### Gate-type map, run 1

(6 px per um)
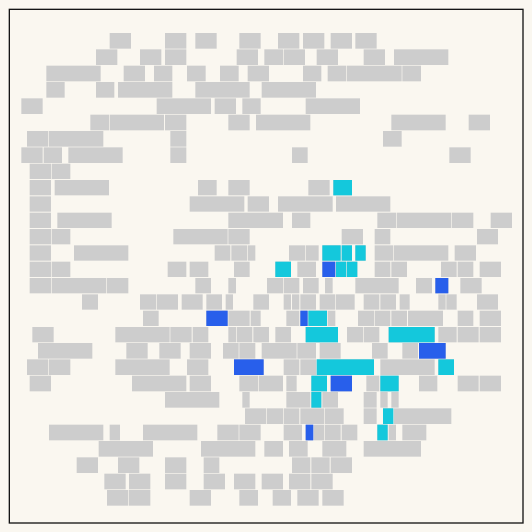
### Nets reached from selected ports, run 1

(4 px per um)
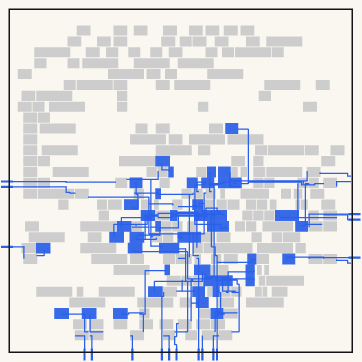
### Clock routing, run 1

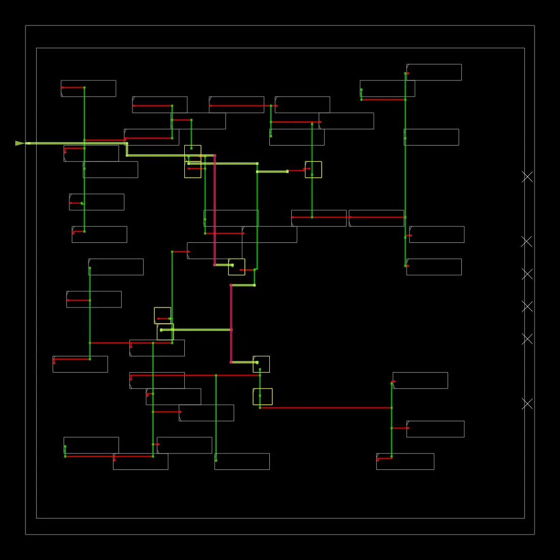
### src/rtl/decode_stage.sv
// rtl/decode_stage.sv - ID stage: decode, operand capture, load-use stall, flush; optional DECODE_WB_BYPASS_EN write-back bypass
module decode_stage #(
    parameter int DATA_W  = 8,
    parameter int INSTR_W = 16,
    parameter int REG_AW  = 3
) (
    input  logic               clk,
    input  logic               reset,
    input  logic               in_valid,
    input  logic [INSTR_W-1:0] in_instr,
    output logic               in_ready,
    output logic [REG_AW-1:0]  srcreg1,
    output logic [REG_AW-1:0]  srcreg2,
    input  logic [DATA_W-1:0]  rdata1,
    input  logic [DATA_W-1:0]  rdata2,
`ifdef DECODE_WB_BYPASS_EN
    input  logic               wb_write,
    input  logic [REG_AW-1:0]  wb_dest,
    input  logic [DATA_W-1:0]  wb_data,
`endif
    input  logic               flush,
    input  logic               ex_ready,
    output logic               ex_valid,
    output logic [3:0]         ex_op,
    output logic [REG_AW-1:0]  ex_rd,
    output logic [DATA_W-1:0]  ex_a,
    output logic [DATA_W-1:0]  ex_b,
    output logic [DATA_W-1:0]  ex_imm,
    output logic               ex_we,
    output logic               ex_mem_rd,
    output logic               ex_mem_wr,
    output logic               ex_illegal
);

    localparam logic [3:0] OP_NOP   = 4'd0;
    localparam logic [3:0] OP_ADD   = 4'd1;
    localparam logic [3:0] OP_SUB   = 4'd2;
    localparam logic [3:0] OP_AND   = 4'd3;
    localparam logic [3:0] OP_OR    = 4'd4;
    localparam logic [3:0] OP_XOR   = 4'd5;
    localparam logic [3:0] OP_ADDI  = 4'd6;
    localparam logic [3:0] OP_LDI   = 4'd7;
    localparam logic [3:0] OP_LOAD  = 4'd8;
    localparam logic [3:0] OP_STORE = 4'd9;
    localparam logic [3:0] OP_BEQ   = 4'd10;
    localparam logic [3:0] OP_JMP   = 4'd11;

    typedef struct packed {
        logic              valid;
        logic [3:0]        op;
        logic [REG_AW-1:0] rd;
        logic [DATA_W-1:0] a;
        logic [DATA_W-1:0] b;
        logic [DATA_W-1:0] imm;
        logic              we;
        logic              mem_rd;
        logic              mem_wr;
        logic              illegal;
    } idex_t;

    idex_t idex_q;
    idex_t idex_d;
    idex_t dec;

    logic              uses_src1;
    logic              uses_src2;
    logic              src2_is_rd_field;
    logic              hazard;
    logic [DATA_W-1:0] opnd_a;
    logic [DATA_W-1:0] opnd_b;
    logic [DATA_W-1:0] imm_sx6;
    logic [DATA_W-1:0] imm_zx8;

    assign imm_sx6 = {{(DATA_W-6){in_instr[5]}}, in_instr[5:0]};
    assign imm_zx8 = DATA_W'(in_instr[7:0]);

    // Decode the opcode into control bits, immediate and which register sources it really reads
    always_comb begin
        dec              = '0;
        uses_src1        = 1'b0;
        uses_src2        = 1'b0;
        src2_is_rd_field = 1'b0;
        dec.valid        = 1'b1;
        dec.op           = in_instr[15:12];
        dec.rd           = in_instr[11:9];
        dec.a            = opnd_a;
        dec.b            = opnd_b;
        case (in_instr[15:12])
            OP_ADD, OP_SUB, OP_AND, OP_OR, OP_XOR: begin
                uses_src1 = 1'b1;
                uses_src2 = 1'b1;
                dec.we    = 1'b1;
            end
            OP_ADDI: begin
                uses_src1 = 1'b1;
                dec.we    = 1'b1;
                dec.imm   = imm_sx6;
            end
            OP_LDI: begin
                dec.we  = 1'b1;
                dec.imm = imm_zx8;
            end
            OP_LOAD: begin
                uses_src1  = 1'b1;
                dec.we     = 1'b1;
                dec.mem_rd = 1'b1;
                dec.imm    = imm_sx6;
            end
            OP_STORE: begin
                uses_src1        = 1'b1;
                uses_src2        = 1'b1;
                src2_is_rd_field = 1'b1;
                dec.mem_wr       = 1'b1;
                dec.imm          = imm_sx6;
            end
            OP_BEQ: begin
                uses_src1        = 1'b1;
                uses_src2        = 1'b1;
                src2_is_rd_field = 1'b1;
                dec.imm          = imm_sx6;
            end
            OP_JMP: begin
                dec.imm = imm_zx8;
            end
            OP_NOP: begin
                dec.rd = '0;
            end
            default: begin
                // Opcodes 12-15 travel down the pipe as a flagged NOP
                dec.op      = OP_NOP;
                dec.rd      = '0;
                dec.illegal = 1'b1;
            end
        endcase
    end

    assign srcreg1 = in_instr[8:6];
    assign srcreg2 = src2_is_rd_field ? in_instr[11:9] : in_instr[5:3];

    // Pick operand sources, optionally forwarding a same-cycle register file write
    always_comb begin
        opnd_a = rdata1;
        opnd_b = rdata2;
`ifdef DECODE_WB_BYPASS_EN
        if (wb_write && (wb_dest == srcreg1)) opnd_a = wb_data;
        if (wb_write && (wb_dest == srcreg2)) opnd_b = wb_data;
`endif
    end

    // A load in ID/EX whose destination feeds this instruction must be let through one bubble first
    always_comb begin
        hazard = idex_q.valid && idex_q.mem_rd &&
                 ((uses_src1 && (idex_q.rd == srcreg1)) ||
                  (uses_src2 && (idex_q.rd == srcreg2)));
        in_ready = flush || (ex_ready && !hazard);
    end

    // ID/EX next value: flush beats stall; a hazard or missing input inserts a bubble
    always_comb begin
        idex_d = idex_q;
        if (flush) begin
            idex_d = '0;
        end else if (ex_ready) begin
            if (in_valid && !hazard) idex_d = dec;
            else                     idex_d = '0;
        end
    end

    // ID/EX pipeline register
    always_ff @(posedge clk or negedge reset) begin
        if (!reset) idex_q <= '0;
        else        idex_q <= idex_d;
    end

    assign ex_valid   = idex_q.valid;
    assign ex_op      = idex_q.op;
    assign ex_rd      = idex_q.rd;
    assign ex_a       = idex_q.a;
    assign ex_b       = idex_q.b;
    assign ex_imm     = idex_q.imm;
    assign ex_we      = idex_q.we;
    assign ex_mem_rd  = idex_q.mem_rd;
    assign ex_mem_wr  = idex_q.mem_wr;
    assign ex_illegal = idex_q.illegal;

endmodule

### config.mk
export PLATFORM = sky130hd
export DESIGN_NAME = decode_stage
export DESIGN_NICKNAME = d
export VERILOG_FILES = /design/src/rtl/decode_stage.sv
export SDC_FILE = /design/constraint.sdc
export NUM_CORES = 1
export LEC_CHECK = 0
export ABC_CLOCK_PERIOD_IN_PS = 2150
export CAP_MARGIN = 5
export CORE_MARGIN = 1.5
export CORE_UTILIZATION = 25
export CTS_BUF_LIST = sky130_fd_sc_hd__clkbuf_4
export CTS_CLUSTER_DIAMETER = 80
export DETAILED_ROUTE_END_ITERATION = 16
export GPL_TIMING_DRIVEN = 1
export SETUP_SLACK_MARGIN = 0.1
export SYNTH_ARGS = -nofsm -noshare
export SYNTH_HDL_FRONTEND = slang
export SYNTH_SLANG_ARGS = --single-unit
### constraint.sdc
create_clock -name clk -period 2.15 [get_ports clk]
set_input_delay 0.3225 -clock clk [delete_from_list [all_inputs] [get_ports clk]]
set_output_delay 0.3225 -clock clk [all_outputs]
set_load 0.005 [all_outputs]
==> impl_metrics.xml, run 1 <==
<?xml version="1.0" encoding="UTF-8"?>
<metrics>
  <group name="outcome">
    <metric name="failed_checks" unit="">DRC</metric>
    <metric name="result_of_the_run" unit="">complete, but fails checks</metric>
  </group>
  <group name="finish">
    <metric name="fillCellCount" unit="">634</metric>
    <metric name="post-route-cell-area" unit="sq um">2970</metric>
    <metric name="num-nonclk-inverters" unit="">4</metric>
    <metric name="area_share_nonclk_buffers" unit="%">37.6</metric>
  </group>
  <group name="grt">
    <metric name="use_met2" unit="%">24.0</metric>
    <metric name="grt_util_met3" unit="%">4.57</metric>
  </group>
  <group name="setup_path">
    <metric name="crit_path_end_kind" unit="">output port</metric>
    <metric name="worstPathBufferInverterCount" unit="">2</metric>
    <metric name="cp_cell_sequence" unit="">buf_6 &gt; xor2_2 &gt; nor4_2 &gt; nand3_1 &gt; nand2_1 &gt; o21bai_1 &gt; clkbuf_2</metric>
    <metric name="setup.worst_path.start" unit="">ex_rd[0]$_DFFE_PN0P_</metric>
    <metric name="worst_path_dominant_cell_family" unit="">simple AND/OR/NAND/NOR gates</metric>
  </group>
  <group name="die">
    <metric name="die_x" unit="um">85.4</metric>
    <metric name="well_tap_count" unit="">77</metric>
    <metric name="core_area" unit="sq um">6460</metric>
    <metric name="num_io_pins" unit="">80</metric>
  </group>
  <group name="sta">
    <metric name="timing.final.max_slew_violations" unit="">0</metric>
    <metric name="hold_viol" unit="">0</metric>
    <metric name="final.min_clock_period" unit="ps">2100</metric>
  </group>
  <group name="drt">
    <metric name="drc" unit="">6</metric>
    <metric name="detail_route.first_pass.iterations" unit="">10</metric>
    <metric name="wire_per_inst" unit="um">15.5</metric>
    <metric name="met1_routed_wirelength_after_detailed_routing" unit="mm">2.34</metric>
  </group>
  <group name="placement">
    <metric name="final_estimated_routing_congestion_in_global_placement" unit="">0.805</metric>
  </group>
  <group name="clocking">
    <metric name="h-tree-depth" unit="">2</metric>
    <metric name="cts.path.max_buffers" unit="">2</metric>
    <metric name="post-cts-setup-buffer-count" unit="">8</metric>
  </group>
  <group name="logic_synthesis">
    <metric name="ys_seq_elements" unit="">36</metric>
    <metric name="synth_top_cell_by_area" unit="">dfrtp_1</metric>
    <metric name="synth-edff-count" unit="">0</metric>
    <metric name="ys_chip_area" unit="sq um">1700</metric>
    <metric name="top_logic_kind" unit="">AND-OR/OR-AND gates</metric>
    <metric name="synth-async-reset-ratio" unit="%">100</metric>
  </group>
  <group name="power">
    <metric name="switching_power_total" unit="W">0.000380</metric>
    <metric name="vdd.ir_drop.worst" unit="mV">0.252</metric>
    <metric name="swShare" unit="%">26.7</metric>
  </group>
  <group name="flow_run">
    <metric name="openroad.warnings" unit="">28</metric>
  </group>
</metrics>
About 'Gate-type map':
aoi and oai cells: in cyan, cells 17. nor cells: in blue, cells 8.

About 'Nets reached from selected ports':
in_instr: in blue, bits 16, direction input, end cells 48, wire 891 um.

About 'Clock routing':
layout clock buffer count: 7
seq_cells: 36
Clk Latency, worst-skew pair: 340 ps
Clock Power: 0.000394 W
# clock sinks: 36

==> run 2, diff against run 1 <==
--- a/config.mk
+++ b/config.mk
@@ -13,6 +13,7 @@
 export CTS_CLUSTER_DIAMETER = 80
 export DETAILED_ROUTE_END_ITERATION = 16
 export GPL_TIMING_DRIVEN = 1
+export RECOVER_POWER = 50
 export SETUP_SLACK_MARGIN = 0.1
 export SYNTH_ARGS = -nofsm -noshare
 export SYNTH_HDL_FRONTEND = slang
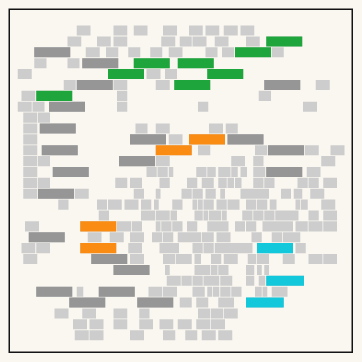
*Sequential cells coloured by netlist name, run 2*
(4 px per um) Other sequential cells in the stronger grey, the rest of the logic in the fainter grey.
ex_op: in orange, sequential cells 4. ex_b: in green, sequential cells 8. ex_rd: in cyan, sequential cells 3.
Another 21 sequential cells are not coloured.

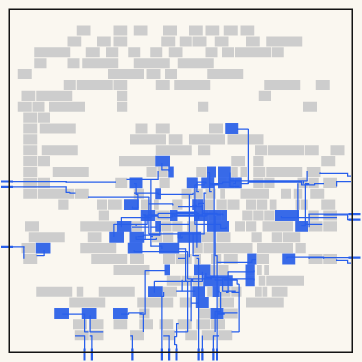
*Nets reached from selected ports, run 2*
(4 px per um)
in_instr: in blue, bits 16, direction input, end cells 48, wire 885 um.

==> run 2 against run 1 <==
Against the previous run: the flow still finishes with violations (DRC); final cell count unchanged; flip-flop count unchanged; design area unchanged; critical path type unchanged; critical endpoint unchanged.
==> impl_metrics.xml, run 2 <==
<?xml version="1.0" encoding="UTF-8"?>
<metrics>
  <group name="sta">
    <metric name="hold_viol" unit="">0</metric>
    <metric name="final.min_clock_period" unit="ps">2090</metric>
  </group>
  <group name="power">
    <metric name="switching_power_total" unit="W">0.000377</metric>
    <metric name="clockNetworkPower" unit="W">0.000392</metric>
    <metric name="vdd.ir_drop.worst" unit="mV">0.252</metric>
    <metric name="swShare" unit="%">26.7</metric>
  </group>
  <group name="outcome">
    <metric name="result_of_the_run" unit="">complete, but fails checks</metric>
    <metric name="failed_checks" unit="">DRC</metric>
  </group>
  <group name="setup_path">
    <metric name="setup.worst_path.start" unit="">ex_rd[0]$_DFFE_PN0P_</metric>
    <metric name="crit_path_end_kind" unit="">output port</metric>
    <metric name="worst_path_dominant_cell_family" unit="">simple AND/OR/NAND/NOR gates</metric>
  </group>
  <group name="clocking">
    <metric name="numClockSinks" unit="">36</metric>
    <metric name="post-cts-setup-buffer-count" unit="">8</metric>
    <metric name="clkLatencyLatePin" unit="ps">340</metric>
    <metric name="cts.path.max_buffers" unit="">2</metric>
  </group>
  <group name="grt">
    <metric name="grt_util_met3" unit="%">4.57</metric>
    <metric name="use_met2" unit="%">24.0</metric>
  </group>
  <group name="logic_synthesis">
    <metric name="synth_top_cell_by_area" unit="">dfrtp_1</metric>
    <metric name="synth-edff-count" unit="">0</metric>
    <metric name="ys_chip_area" unit="sq um">1700</metric>
    <metric name="synth-async-reset-ratio" unit="%">100</metric>
    <metric name="ys_seq_elements" unit="">36</metric>
    <metric name="top_logic_kind" unit="">AND-OR/OR-AND gates</metric>
  </group>
  <group name="finish">
    <metric name="area_share_nonclk_buffers" unit="%">37.6</metric>
    <metric name="fillCellCount" unit="">634</metric>
    <metric name="post-route-cell-area" unit="sq um">2970</metric>
    <metric name="num-nonclk-inverters" unit="">4</metric>
    <metric name="sequential_cell_total" unit="">36</metric>
  </group>
  <group name="die">
    <metric name="core_area" unit="sq um">6460</metric>
    <metric name="well_tap_count" unit="">77</metric>
    <metric name="die_x" unit="um">85.4</metric>
    <metric name="num_io_pins" unit="">80</metric>
  </group>
  <group name="placement">
    <metric name="final_estimated_routing_congestion_in_global_placement" unit="">0.805</metric>
  </group>
  <group name="drt">
    <metric name="drc" unit="">6</metric>
    <metric name="met1_routed_wirelength_after_detailed_routing" unit="mm">2.36</metric>
    <metric name="wire_per_inst" unit="um">15.4</metric>
  </group>
  <group name="flow_run">
    <metric name="openroad.warnings" unit="">28</metric>
  </group>
</metrics>
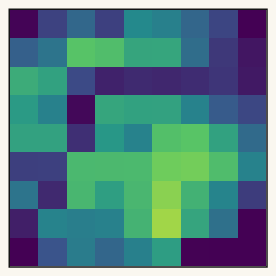
*Cell density map, run 2*
(3 px per um) The die is cut into 9 by 9 equal tiles; dark purple is low, yellow is high, 0 to 100% covered.
The fullest tile reaches 86%. 4.9% of the tiles are over 75% full. The mean over all tiles is 39%. 8.6% of the tiles are nearly empty.

Power figures rest on the tool's default switching activity, not on a simulated workload.
